Design spi_slave_stream, sky130hd; sources not shown.
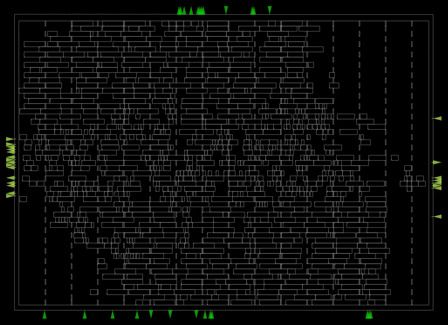
*Placed standard cells*
Finished Layout Cells: 1421
FP Rows: 55
fillcell total: 2698
utilization after layout: 0.496

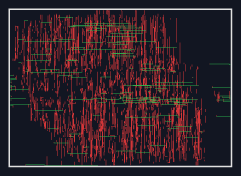
*Routed metal, one color a layer*
Scale: 1 px per um. Only two layers are drawn.
Key: red = metal 2 [wire length 12100 um]; green = metal 3 [wire length 1940 um]
Tot GR Track Use: 0.182
WL final: 30.4 mm
WL per Instance: 21.4 um
DR vias: 7845

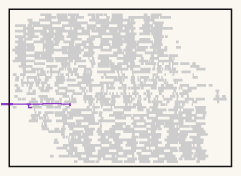
*Wires at chosen ports, followed through buffers*
Scale: 1 px per um.
Key: purple = o_tx_ready [direction output, end cells 1, buffers 1, wire 70.8 um]
IO Count: 48
port buffer count: 47

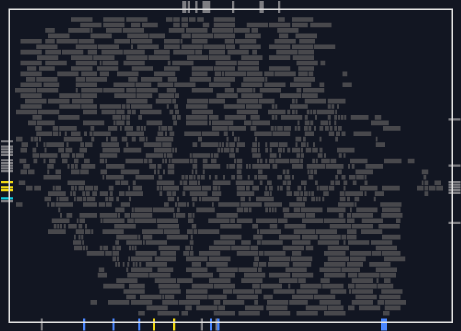
*Ports around the boundary*
Scale: 2 px per um. Pins as bars across the die edge, other pins in gray.
Key: blue = i_tx_data [pins 8, direction input, edge south]; cyan = o_tx_ready [pins 1, direction output, edge west]; yellow = o_tx_level [pins 5, direction output, edge 3 west, 2 south]
die width: 221 um
die y size: 156 um

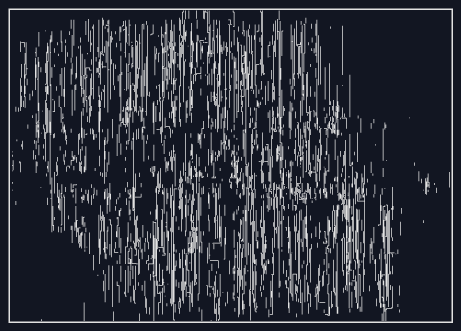
*Signal wires on met2*
Scale: 2 px per um.
The wires run mostly vertical. The layer holds 40% of the routed length. The layer carries 12100 um of wire. 843 nets have wire on it. The longest straight run is 62.2 um.
routing usage on met2: 0.236

==> job_summary.md <==
### Yosys + OpenROAD results

| Metric | Value |
|---|---|
| Outcome | finished, final reports clean |
| CTS tree | built |
| Synth async-reset ratio | 0.212 |
| MI comb cells | between 400 and 500 |
| Routability Congestion | between 0.8 and 0.9 |
| Core area | 0.0323 mm^2 |
| Post-CTS Hold Buffers | 0 |
| Slew Limit Fails | 0 |
| Synth Flop Type | edfxtp_1 |
| DRC Markers | 0 |
| Most numerous logic cells after layout | edfxtp_1, nor2_1, nand2_1, dfrtp_1, mux4_2 |
| Setup CP Type | flip-flop to output pin |
| Top pwr grp | registers |
| P_clk | 2240 uW |
| Clk pwr share | 0.313 |
| Depth of the worst register-to-register path | 11 |
| Final min period | 3.93 ns |
| Setup Fix Bufs, Post-CTS | 0 |
| EDFF count, synth | 256 |
| Ys Warns | 0 |
| Logic inverters | 18 |
| DR WL met2 | 12.1 mm |
| Placement Cell Area | 0.0151 mm^2 |
No activity file was given, so power comes from the tool's default toggle rates.
